metal_density.png
40 x 40 tiles, from black (low) to pale yellow (high), scaled to the fullest tile. Values are wire area over tile area, all layers added.
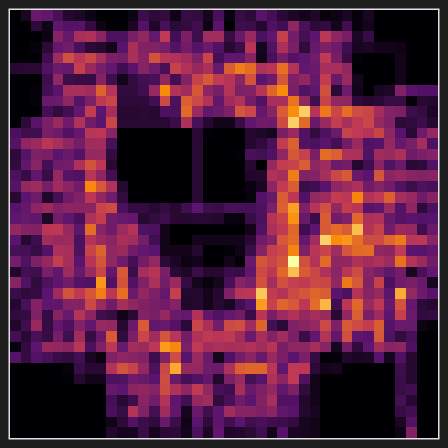
wires.png
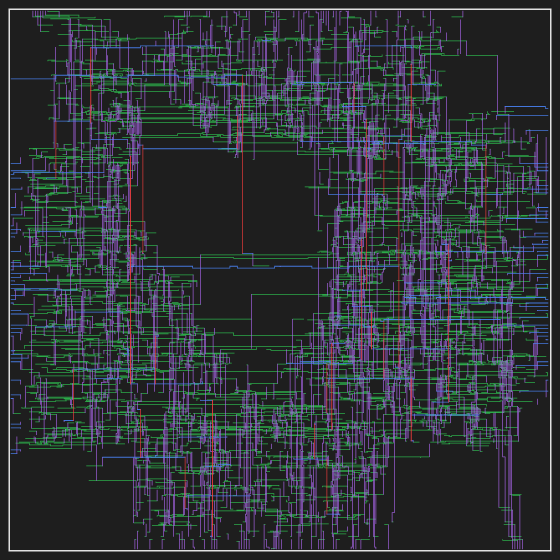
==> src/rtl/led_pwm_array_if.sv <==
// ---------------------------------------------------------------------------
// led_pwm_array_if
// Processor-side command bus for the LED PWM array.
//   led_commands : NUM_LEDS*CMD_W packed channel commands, channel i at
//                  [i*CMD_W +: CMD_W]
//   cmd_update   : one-cycle strobe asking the array to capture led_commands
// The processor side uses the master modport; the LED array uses slave.
// ---------------------------------------------------------------------------
interface led_pwm_array_if #(
  parameter int NUM_LEDS = 18,
  parameter int CMD_W    = 8
);
  logic [NUM_LEDS*CMD_W-1:0] led_commands;
  logic                      cmd_update;

  modport master (
    output led_commands,
    output cmd_update
  );

  modport slave (
    input led_commands,
    input cmd_update
  );
endinterface

==> src/rtl/led_pwm_array.sv <==
// ---------------------------------------------------------------------------
// led_pwm_array
// N-channel LED driver. Each channel command selects off, steady on,
// PWM-dimmed or blinking-and-dimmed output. Commands are captured into a
// shadow register and only become active at a PWM period boundary, so a
// processor write never produces a glitch inside a period.
// Ports:
//   clock          : system clock, rising edge
//   reset          : synchronous, active-high
//   bus (slave)    : led_commands / cmd_update from the processor
//   led_pins       : registered LED drive, 1 = lit
//   period_start   : one-cycle pulse in the cycle after the PWM counter wraps
//   update_pending : shadow holds a command not yet committed
// Command layout: mode = cmd[CMD_W-1:CMD_W-2], duty = cmd[CMD_W-3:0].
//   00 off, 01 steady on, 10 PWM (lit while pwm_cnt < duty),
//   11 blink (lit while blink phase is high and pwm_cnt < duty).
// ---------------------------------------------------------------------------
module led_pwm_array #(
  parameter int NUM_LEDS      = 18,
  parameter int CMD_W         = 8,
  parameter int PRESCALE      = 1,
  parameter int BLINK_PERIODS = 8
) (
  input  logic                clock,
  input  logic                reset,
  led_pwm_array_if.slave      bus,
  output logic [NUM_LEDS-1:0] led_pins,
  output logic                period_start,
  output logic                update_pending
);

  localparam int DW = CMD_W - 2;
  localparam int PW = (PRESCALE > 1) ? $clog2(PRESCALE) : 1;
  localparam int BW = (BLINK_PERIODS > 1) ? $clog2(BLINK_PERIODS) : 1;
  localparam int CW = NUM_LEDS * CMD_W;

  localparam logic [1:0] MODE_OFF   = 2'b00;
  localparam logic [1:0] MODE_STEADY = 2'b01;
  localparam logic [1:0] MODE_PWM   = 2'b10;

  logic [PW-1:0]       pre_cnt_q, pre_cnt_d;
  logic [DW-1:0]       pwm_cnt_q, pwm_cnt_d;
  logic [BW-1:0]       blink_cnt_q, blink_cnt_d;
  logic                blink_phase_q, blink_phase_d;
  logic [CW-1:0]       shadow_q, shadow_d;
  logic [CW-1:0]       active_q, active_d;
  logic                pending_q, pending_d;
  logic [NUM_LEDS-1:0] pins_q, pins_d;
  logic                period_start_q, period_start_d;

  logic tick;
  logic wrap;

  assign tick = (pre_cnt_q == PW'(PRESCALE - 1));
  assign wrap = tick && (pwm_cnt_q == {DW{1'b1}});

  // Duty compare is strict, so a full-scale duty still leaves one dark tick;
  // steady mode is the only way to get a permanently lit pin.
  function automatic logic decode(input logic [CMD_W-1:0] cmd,
                                  input logic [DW-1:0]    cnt,
                                  input logic             phase);
    logic litPwm;
    litPwm = (cnt < cmd[DW-1:0]);
    case (cmd[CMD_W-1:CMD_W-2])
      MODE_OFF:    decode = 1'b0;
      MODE_STEADY: decode = 1'b1;
      MODE_PWM:    decode = litPwm;
      default:     decode = phase && litPwm;
    endcase
  endfunction

  // Prescaler, PWM counter and blink timebase.
  always_comb begin
    pre_cnt_d     = tick ? '0 : pre_cnt_q + 1'b1;
    pwm_cnt_d     = tick ? pwm_cnt_q + 1'b1 : pwm_cnt_q;
    blink_cnt_d   = blink_cnt_q;
    blink_phase_d = blink_phase_q;
    if (wrap) begin
      if (blink_cnt_q == BW'(BLINK_PERIODS - 1)) begin
        blink_cnt_d   = '0;
        blink_phase_d = ~blink_phase_q;
      end else begin
        blink_cnt_d = blink_cnt_q + 1'b1;
      end
    end
  end

  // Double buffering. A strobe landing on the wrap edge bypasses the shadow
  // so the new command takes effect at the very next period; otherwise the
  // latest strobe wins and is committed at the following wrap.
  always_comb begin
    shadow_d  = shadow_q;
    active_d  = active_q;
    pending_d = pending_q;
    if (bus.cmd_update && wrap) begin
      active_d  = bus.led_commands;
      shadow_d  = bus.led_commands;
      pending_d = 1'b0;
    end else if (bus.cmd_update) begin
      shadow_d  = bus.led_commands;
      pending_d = 1'b1;
    end else if (wrap && pending_q) begin
      active_d  = shadow_q;
      pending_d = 1'b0;
    end
  end

  // Pin decode from the current counter and active commands, registered.
  always_comb begin
    pins_d = '0;
    for (int i = 0; i < NUM_LEDS; i++) begin
      pins_d[i] = decode(active_q[i*CMD_W +: CMD_W], pwm_cnt_q, blink_phase_q);
    end
    period_start_d = wrap;
  end

  always_ff @(posedge clock) begin
    if (reset) begin
      pre_cnt_q      <= '0;
      pwm_cnt_q      <= '0;
      blink_cnt_q    <= '0;
      blink_phase_q  <= 1'b0;
      shadow_q       <= '0;
      active_q       <= '0;
      pending_q      <= 1'b0;
      pins_q         <= '0;
      period_start_q <= 1'b0;
    end else begin
      pre_cnt_q      <= pre_cnt_d;
      pwm_cnt_q      <= pwm_cnt_d;
      blink_cnt_q    <= blink_cnt_d;
      blink_phase_q  <= blink_phase_d;
      shadow_q       <= shadow_d;
      active_q       <= active_d;
      pending_q      <= pending_d;
      pins_q         <= pins_d;
      period_start_q <= period_start_d;
    end
  end

  assign led_pins       = pins_q;
  assign period_start   = period_start_q;
  assign update_pending = pending_q;

endmodule

==> src/flat_wrapper.sv <==
// flat-port wrapper written by rule: the top's interface ports become plain ports
module led_pwm_array_flat 
#(
  parameter int NUM_LEDS      = 18,
  parameter int CMD_W         = 8,
  parameter int PRESCALE      = 1,
  parameter int BLINK_PERIODS = 8
)
  (clock, reset, led_pins, period_start, update_pending, bus_led_commands, bus_cmd_update);
  led_pwm_array_if #(.NUM_LEDS(NUM_LEDS), .CMD_W(CMD_W)) bus_i ();
  input  logic clock;
  input  logic reset;
  output logic [NUM_LEDS-1:0] led_pins;
  output logic period_start;
  output logic update_pending;
  input wire logic [$bits(bus_i.led_commands)-1:0] bus_led_commands;
  input wire logic [$bits(bus_i.cmd_update)-1:0] bus_cmd_update;
  assign bus_i.led_commands = bus_led_commands;
  assign bus_i.cmd_update = bus_cmd_update;
  led_pwm_array #(.NUM_LEDS(NUM_LEDS), .CMD_W(CMD_W), .PRESCALE(PRESCALE), .BLINK_PERIODS(BLINK_PERIODS)) u_core (.clock(clock), .reset(reset), .bus(bus_i), .led_pins(led_pins), .period_start(period_start), .update_pending(update_pending));
endmodule
==> config.mk <==
export PLATFORM = sky130hd
export DESIGN_NAME = led_pwm_array_flat
export DESIGN_NICKNAME = d
export VERILOG_FILES = /design/src/rtl/led_pwm_array_if.sv /design/src/rtl/led_pwm_array.sv /design/src/flat_wrapper.sv
export SDC_FILE = /design/constraint.sdc
export NUM_CORES = 1
export LEC_CHECK = 0
export ABC_CLOCK_PERIOD_IN_PS = 4900
export CAP_MARGIN = 30
export CORE_MARGIN = 1
export CORE_UTILIZATION = 35
export CTS_BUF_LIST = sky130_fd_sc_hd__clkbuf_8
export DETAILED_ROUTE_END_ITERATION = 10
export GPL_ROUTABILITY_DRIVEN = 0
export SYNTH_ARGS = -nofsm -noshare
export SYNTH_HDL_FRONTEND = slang
export SYNTH_SLANG_ARGS = --single-unit
==> constraint.sdc <==
create_clock -name clock -period 4.9 [get_ports clock]
set_input_delay 1.225 -clock clock [delete_from_list [all_inputs] [get_ports clock]]
set_output_delay 1.225 -clock clock [all_outputs]
set_load 0.005 [all_outputs]
==> flow_summary.json <==
{
  "pg_comb_mw": 0.440,
  "outcome": "completed",
  "clockBufferCount": 70,
  "seq_share_pct": 37.9,
  "pin_count": 167,
  "holdWs_ns": 0.487,
  "area.growth.synth_to_final_pct": 23.0,
  "place_inst": 2038,
  "cts_tree": "built",
  "crit_path_start_kind": "flop",
  "antenna_found_initial": 0,
  "drc": 0,
  "clock_sinks": 319,
  "criticalPathCategory": "reg2reg",
  "final-seq-area_um2": 6390,
  "cp.arrival_ns": 3.42,
  "critPathTopFamily": "simple AND/OR/NAND/NOR gates",
  "h-tree-depth": 2,
  "cts-resized-gates": 0,
  "power_density_nw_per_um2": 333,
  "r2r.worst_path.cells": 5,
  "critPathCaptureType": "flop",
  "synthSimpleGateAreaFrac_pct": 7.76,
  "logic_family": "AND-OR/OR-AND gates",
  "via_count": 10800,
  "layoutNonFillerInstCount": 2132,
  "switchingPower_mw": 1.34,
  "reg2reg_to": "u_core.active_q[106]$_SDFFE_PP0P_",
  "largest_area_cell": "dfxtp_1",
  "dieArea_um2": 40000
}
Notes on metal_density.png above:
nearly empty tiles	18%
tiles over half the peak	13%
densest ninth of the die	east
fullest tile	0.53
mean over tiles	0.14

Notes on wires.png above:
color	layer	wire length
purple	metal 2	15,900 µm
green	metal 1	16,300 µm
blue	metal 3	1,620 µm
red	metal 4	869 µm

-- sequential cells by signal (all words and copies together), names as in the netlist --
name and count:
u_core.pwm_cnt_q 6, u_core.blink_phase_q 1, u_core.active_q 144, u_core.update_pending 1, u_core.shadow_q 144, u_core.pre_cnt_q 1
u_core.led_pins 18, u_core.blink_cnt_q 3, u_core.period_start 1
-- metal layers --
layer | track usage, % | routed length, µm | part of all wire (%) | vias up
met5 | 0 | 0 | 0 | -
met4 | 6.81 | 869 | 2.5 | 0
met3 | 3.21 | 1620 | 4.7 | 65
met2 | 28.9 | 15900 | 46 | 212
met1 | 22.4 | 16300 | 47 | 5067
li1 | - | - | - | 5429
